### Placed standard cells

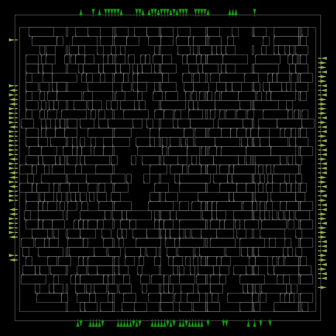
### Routed metal per tile

Drawn at 4 px/um. 18 x 18 tiles, from dark purple (low) to yellow (high), scaled to the fullest tile. Values are wire area over tile area, all layers added.
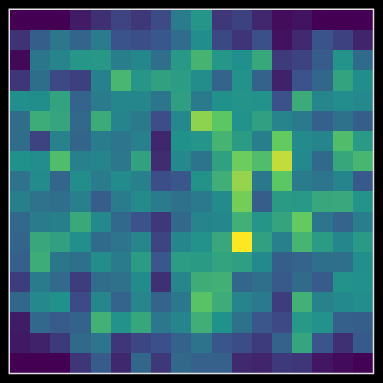
### Sizing map

Drawn at 3 px/um.
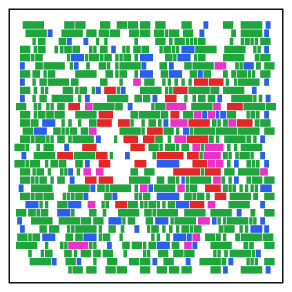
### Floorplan with the power grid

Drawn at 4 px/um. Pins as bars on the die edge.
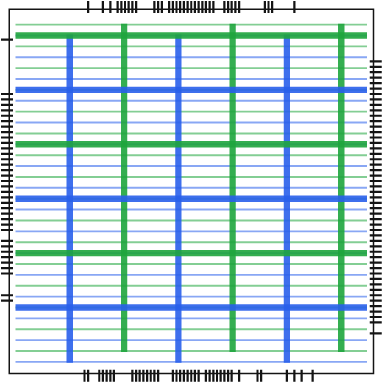
### Layout detail

Window x 20 to 70, y 38 to 88 um. Cells in grey, sequential cells in the stronger grey; small squares are vias.
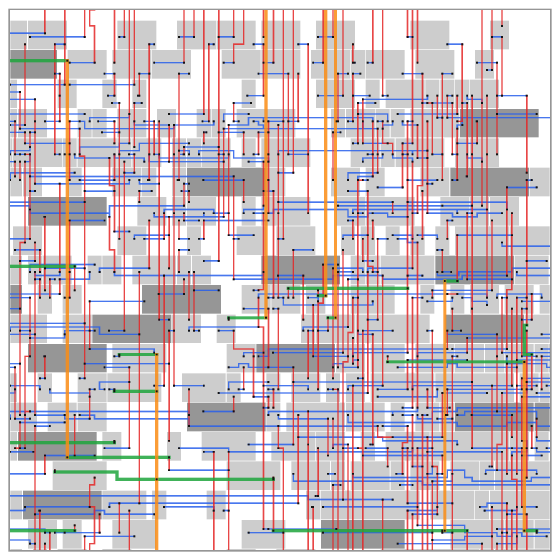
===== src/rtl/alu_arbiter.sv =====
// ============================================================================
// Module   : alu_arbiter
// Function : Two-requester round-robin front end for one shared combinational ALU.
// Revision : 1.0
// ============================================================================
`timescale 1ns/1ps
`default_nettype none

module alu_arbiter #(
    parameter int WIDTH = 16
) (
    input  logic             clk,
    input  logic             rst_n,
    input  logic [1:0]       req_valid,
    output logic [1:0]       req_ready,
    input  logic [WIDTH-1:0] req0_a,
    input  logic [WIDTH-1:0] req0_b,
    input  logic [WIDTH-1:0] req1_a,
    input  logic [WIDTH-1:0] req1_b,
    input  logic [3:0]       req0_sel,
    input  logic [3:0]       req1_sel,
    output logic [WIDTH-1:0] alu_a,
    output logic [WIDTH-1:0] alu_b,
    output logic [3:0]       alu_sel,
    input  logic [WIDTH-1:0] alu_out,
    input  logic             alu_n,
    input  logic             alu_z,
    input  logic             alu_v,
    input  logic             alu_c,
    output logic             rsp_valid,
    input  logic             rsp_ready,
    output logic             rsp_id,
    output logic [WIDTH-1:0] rsp_data,
    output logic [3:0]       rsp_flags,
    output logic             busy
);

    typedef enum logic [1:0] {
        ST_IDLE = 2'd0,
        ST_EXEC = 2'd1,
        ST_RESP = 2'd2
    } state_t;

    state_t             r_state;
    state_t             w_state_nxt;
    logic               r_last_grant;
    logic [WIDTH-1:0]   r_op_a;
    logic [WIDTH-1:0]   r_op_b;
    logic [3:0]         r_op_sel;
    logic               r_op_id;
    logic [WIDTH-1:0]   r_rsp_data;
    logic [3:0]         r_rsp_flags;
    logic               r_rsp_id;
    logic [1:0]         w_grant;
    logic               w_accept;
    logic               w_grant_id;

    // Grant is gated by rst_n so no handshake can fire on a reset edge.
    always_comb begin
        w_grant = 2'b00;
        if (rst_n && (r_state == ST_IDLE)) begin
            case (req_valid)
                2'b01:   w_grant = 2'b01;
                2'b10:   w_grant = 2'b10;
                2'b11:   w_grant = r_last_grant ? 2'b01 : 2'b10;
                default: w_grant = 2'b00;
            endcase
        end
    end

    assign w_accept   = |w_grant;
    assign w_grant_id = w_grant[1];

    always_comb begin
        w_state_nxt = r_state;
        case (r_state)
            ST_IDLE: if (w_accept)  w_state_nxt = ST_EXEC;
            ST_EXEC:                w_state_nxt = ST_RESP;
            ST_RESP: if (rsp_ready) w_state_nxt = ST_IDLE;
            default:                w_state_nxt = ST_IDLE;
        endcase
    end

    always_ff @(posedge clk) begin
        if (!rst_n) begin
            r_state      <= ST_IDLE;
            r_last_grant <= 1'b1;
            r_op_a       <= '0;
            r_op_b       <= '0;
            r_op_sel     <= 4'b0000;
            r_op_id      <= 1'b0;
            r_rsp_data   <= '0;
            r_rsp_flags  <= 4'b0000;
            r_rsp_id     <= 1'b0;
        end else begin
            r_state <= w_state_nxt;
            if (w_accept) begin
                r_op_a       <= w_grant_id ? req1_a   : req0_a;
                r_op_b       <= w_grant_id ? req1_b   : req0_b;
                r_op_sel     <= w_grant_id ? req1_sel : req0_sel;
                r_op_id      <= w_grant_id;
                r_last_grant <= w_grant_id;
            end
            if (r_state == ST_EXEC) begin
                r_rsp_data  <= alu_out;
                r_rsp_flags <= {alu_n, alu_z, alu_v, alu_c};
                r_rsp_id    <= r_op_id;
            end
        end
    end

    assign req_ready = w_grant;
    assign alu_a     = r_op_a;
    assign alu_b     = r_op_b;
    assign alu_sel   = r_op_sel;
    assign rsp_valid = rst_n && (r_state == ST_RESP);
    assign busy      = rst_n && (r_state != ST_IDLE);
    assign rsp_data  = r_rsp_data;
    assign rsp_flags = r_rsp_flags;
    assign rsp_id    = r_rsp_id;

endmodule

`default_nettype wire


===== config.mk =====
export PLATFORM = sky130hd
export DESIGN_NAME = alu_arbiter
export DESIGN_NICKNAME = d
export VERILOG_FILES = /design/src/rtl/alu_arbiter.sv
export SDC_FILE = /design/constraint.sdc
export NUM_CORES = 1
export LEC_CHECK = 0
export ABC_AREA = 1
export CAP_MARGIN = 20
export CORE_UTILIZATION = 40
export DETAILED_ROUTE_END_ITERATION = 10
export GPL_TIMING_DRIVEN = 0
export PLACE_DENSITY_LB_ADDON = 0.1
export SYNTH_ARGS = -nofsm -noshare
export SYNTH_HDL_FRONTEND = slang
export SYNTH_SLANG_ARGS = --single-unit

===== constraint.sdc =====
create_clock -name clk -period 1.4 [get_ports clk]
set_input_delay 0.35 -clock clk [delete_from_list [all_inputs] [get_ports clk]]
set_output_delay 0.35 -clock clk [all_outputs]
set_load 0.05 [all_outputs]

==> impl_metrics.yaml <==
# implementation run metrics
power_and_ir_drop:
  switching_share: 0.383
  seqPwrFrac: 0.365
  p_leak_nw: 2.44
  switchingPower_w: 0.00211
  internal_power_w: 0.00340
  p_total_w: 0.00551
  p_per_area_nw_per_um2: 1060
  p_comb_frac: 0.388
worst_setup_path:
  critical_path.max_fanout: 3
  r2r_setup_slack_ns: -0.22
  slowest_stage: "dfxtp_2"
  max_stage_delay_ns: 0.34
  crit_start: "r_state[0]"
  cpMostUsedCell: "buf_8"
  critPathKind: "register to primary output"
  reg2regPathDepth: 10
  endpoint_kind: "primary output"
  r2r-start: "r_state[0]"
  cp.required_ns: 1.05
  startpoint_type: "register"
  crit_chain: "nor2_4 > nand2_2 > buf_8 > inv_6 > o211ai_1 > inv_2 > buf_8"
timing:
  fin_ws_ns: -0.352
  max_freq_mhz: 571
  relSlewSlack: 0.730
  min_period_over_period: 1.25
  skew_ns: 0.00597
  setup-tns-final_ns: -6.62
  setup_viol: 40
  hold_violations: 0
  slew_violations: 0
  rsz0062_at_grt: "true"
cells_and_area:
  drive_gt1_frac: 0.246
  comb_area_um2: 1730
  seq_area_um2: 1220
  layout.nets: 714
  layout_top_cells: "nor2_1, clkdlybuf4s50_1, o21bai_1"
  lay_top_count: "nor2_1"
grt:
  antenna_found_initial: 0
  grt_max_degree: 12
  grt_overflow_total: 0
  grt_use_total: 0.224
  grt_pass1_wl_um: 14900
synth:
  simple_gate_share: 0.282
  synth-seq-cells: 61
  mux_share: 0
  synth_seq_share: 0.388
  adder_share: 0
  top_area_cell: "dfxtp_1"
  synth.distinct_cells: 19
  syn_avg_cell_area_um2: 7.27
  ff_type: "dfxtp_1"
  fp_nets: 530
  yosysCellCount: 433
  aoi_share: 0.218
  topCombFamilyByArea: "simple AND/OR/NAND/NOR gates"
  edf_count: 0
  synth_cells: 433
  ys_async_sr_fraction: 0
  ys_sh_xor: 0
  area_leaders: "dfxtp_1, o21bai_1, nor2_1"
  syn_area_um2: 3150
  yosys_area_um2: 3150
  yosysTopAreaCellShare: 0.388
placed_design:
  dpl_cell_area_um2: 4870
  routabilityCongestion: 0.790
  place_hpwl_um: 6710
route:
  first_iter_violations: 76
  first_pass_iters: 4
  remaining_drc_errors: 0
  antenna_left: 0
  viasPerCell: 4.78
  routedWlPerCell_um: 13.5
die:
  dieArea_um2: 8230
  ios: 158
  die-width_um: 90.7
  fp_util: 0.425
cts:
  clkSlewWorstSetupHoldPaths_ns: 0.07
  cts_buffer_depth: 2
  clkSinkCount: 61
  numCtsBuffers: 9
  h-tree-depth: 3
  root_buffer: "clkbuf_8"
  cts_tree: "built"
  clk-insertion-delay-late_ns: 0.33
run_status:
  failed_checks: "negative setup slack"
  status: "complete, but fails checks"
hold_path:
  min-delay-start: "rst_n"
  min_path_type: "primary input to register"
-- 'Placed standard cells' (at the start) --
fraction of area in registers: 0.236
Std-Cell Rows: 31
Core ar.: 7410 um^2
FILL cells: 640
final design utilization: 0.701

-- 'Routed metal per tile' (at the start) --
mean over tiles = 0.19
densest ninth of the die = middle right
fullest tile = 0.49
tiles over half the peak = 27%
Routed WL: 9730 um
vias after detailed routing: 3449

-- 'Sizing map' (at the start) --
green -> drive 1 or less  # cells 469, most used nor2_1
red -> drive 6 and up  # cells 34, most used buf_6
magenta -> drive 3 to 4  # cells 28, most used buf_4
blue -> drive 2  # cells 91, most used buf_2
area delta synth->final: 65.0%
design area: 5190 um^2
number of non-clock buffers: 205
Setup WS post-layout: -0.352 ns

-- 'Floorplan with the power grid' (at the start) --
blue -> VSS
green -> VDD
signal pins = 158
rows = 31
DIE HEIGHT: 90.7 um
Worst VDD drop: 0.000665 V

-- 'Layout detail' (at the start) --
blue -> met1
red -> met2
orange -> met4
green -> met3
sequential cells in the window = 17
netlist names of flops here include = alu_b (11), alu_a (3)
most frequent = o21bai_1 (27), nor2_1 (26), clkdlybuf4s50_1 (24)
cells with their middle in the window = 205

critical path, delay by kind of cell, from the launching register on:
family                 cells  cell delay (ns)
flip-flops                 1             0.34
buffers and inverters      4             0.42
AND-OR/OR-AND              1             0.09
AND/OR/NAND/NOR            2             0.22
kinds of logic (layout without fill, tap and decap cells):
logic type | after synthesis | after routing
simple gates | 198 | 198
compound gates | 98 | 98
buf+inv | 76 | 265
flops | 61 | 61
routing by layer:
layer	vias to the layer above	global-route usage	wire length [um]
li1	1739	-	-
met1	1575	0.262	4110
met2	117	0.395	4750
met3	18	0.0505	661
met4	0	0.0806	213
met5	-	0	0
flip-flops by register name, summed over array words and instances (netlist names):
name	cells
rsp_data	16
alu_a	16
alu_sel	4
rsp_flags	4
r_state	2
alu_b	16
rsp_id	1
r_last_grant	1
r_op_id	1
through the flow:
stage                     hold slack [ns]   util  setup WS, ns  cells
after floorplan                     0.437      -        -0.128    433
final                               0.314  0.701        -0.352    721
after CTS                           0.302  0.710        -0.297    713
after global placement              0.452  0.657         -1.25    689
after detailed placement            0.462  0.657         -1.25    689
after global routing                0.319  0.701        -0.397    721
Yosys cell counts, types with 2 or more instances:
| cell type | n |
|---|---|
| buf_4 | 2 |
| inv_1 | 44 |
| nand2_1 | 41 |
| buf_6 | 6 |
| buf_2 | 11 |
| clkbuf_1 | 13 |
| nor2_1 | 116 |
| dfxtp_1 | 61 |
| nor3b_1 | 36 |
| o21bai_1 | 72 |
| nand3_1 | 2 |
| o21ai_0 | 22 |
timing repair:
item,4_1_cts,5_1_grt
pin swaps,5,12
hold endpoints to repair,0,0
setup buffers,8,7
setup endpoints to repair,97,95
cloned,0,2
hold buffers,0,0
gates resized,283,100
power by group through the flow:
stage | clock network [W] | logic (W) | registers (W)
2_1_floorplan | 0 | 0.000670 | 0.00264
3_3_place_gp | 0 | 0.00202 | 0.00204
3_5_place_dp | 0 | 0.00204 | 0.00205
4_1_cts | 0.00137 | 0.00210 | 0.00201
5_1_grt | 0.00147 | 0.00228 | 0.00203
6_report | 0.00136 | 0.00214 | 0.00201
how the worst min path moves through the flow:
stage                    to  slack [ns]  depth (start not counted)
finish               rsp_id        0.31                          3
global route         rsp_id        0.32                          3
CTS                  rsp_id        0.30                          3
detailed placement  r_op_id        0.46                          2
global placement    r_op_id        0.45                          2
floorplan           r_op_id        0.44                          2
cell type report:
| type | instances | area share |
|---|---|---|
| buffer | 32 | 0.0521 |
| clock buffer | 10 | 0.0246 |
| clock inverter | 6 | 0.00771 |
| inverter | 44 | 0.0335 |
| multi-input combinational | 296 | 0.334 |
| sequential | 61 | 0.236 |
| tap | 99 | 0.0239 |
| timing repair buffer | 173 | 0.289 |
Power and IR drop assume default switching activity.
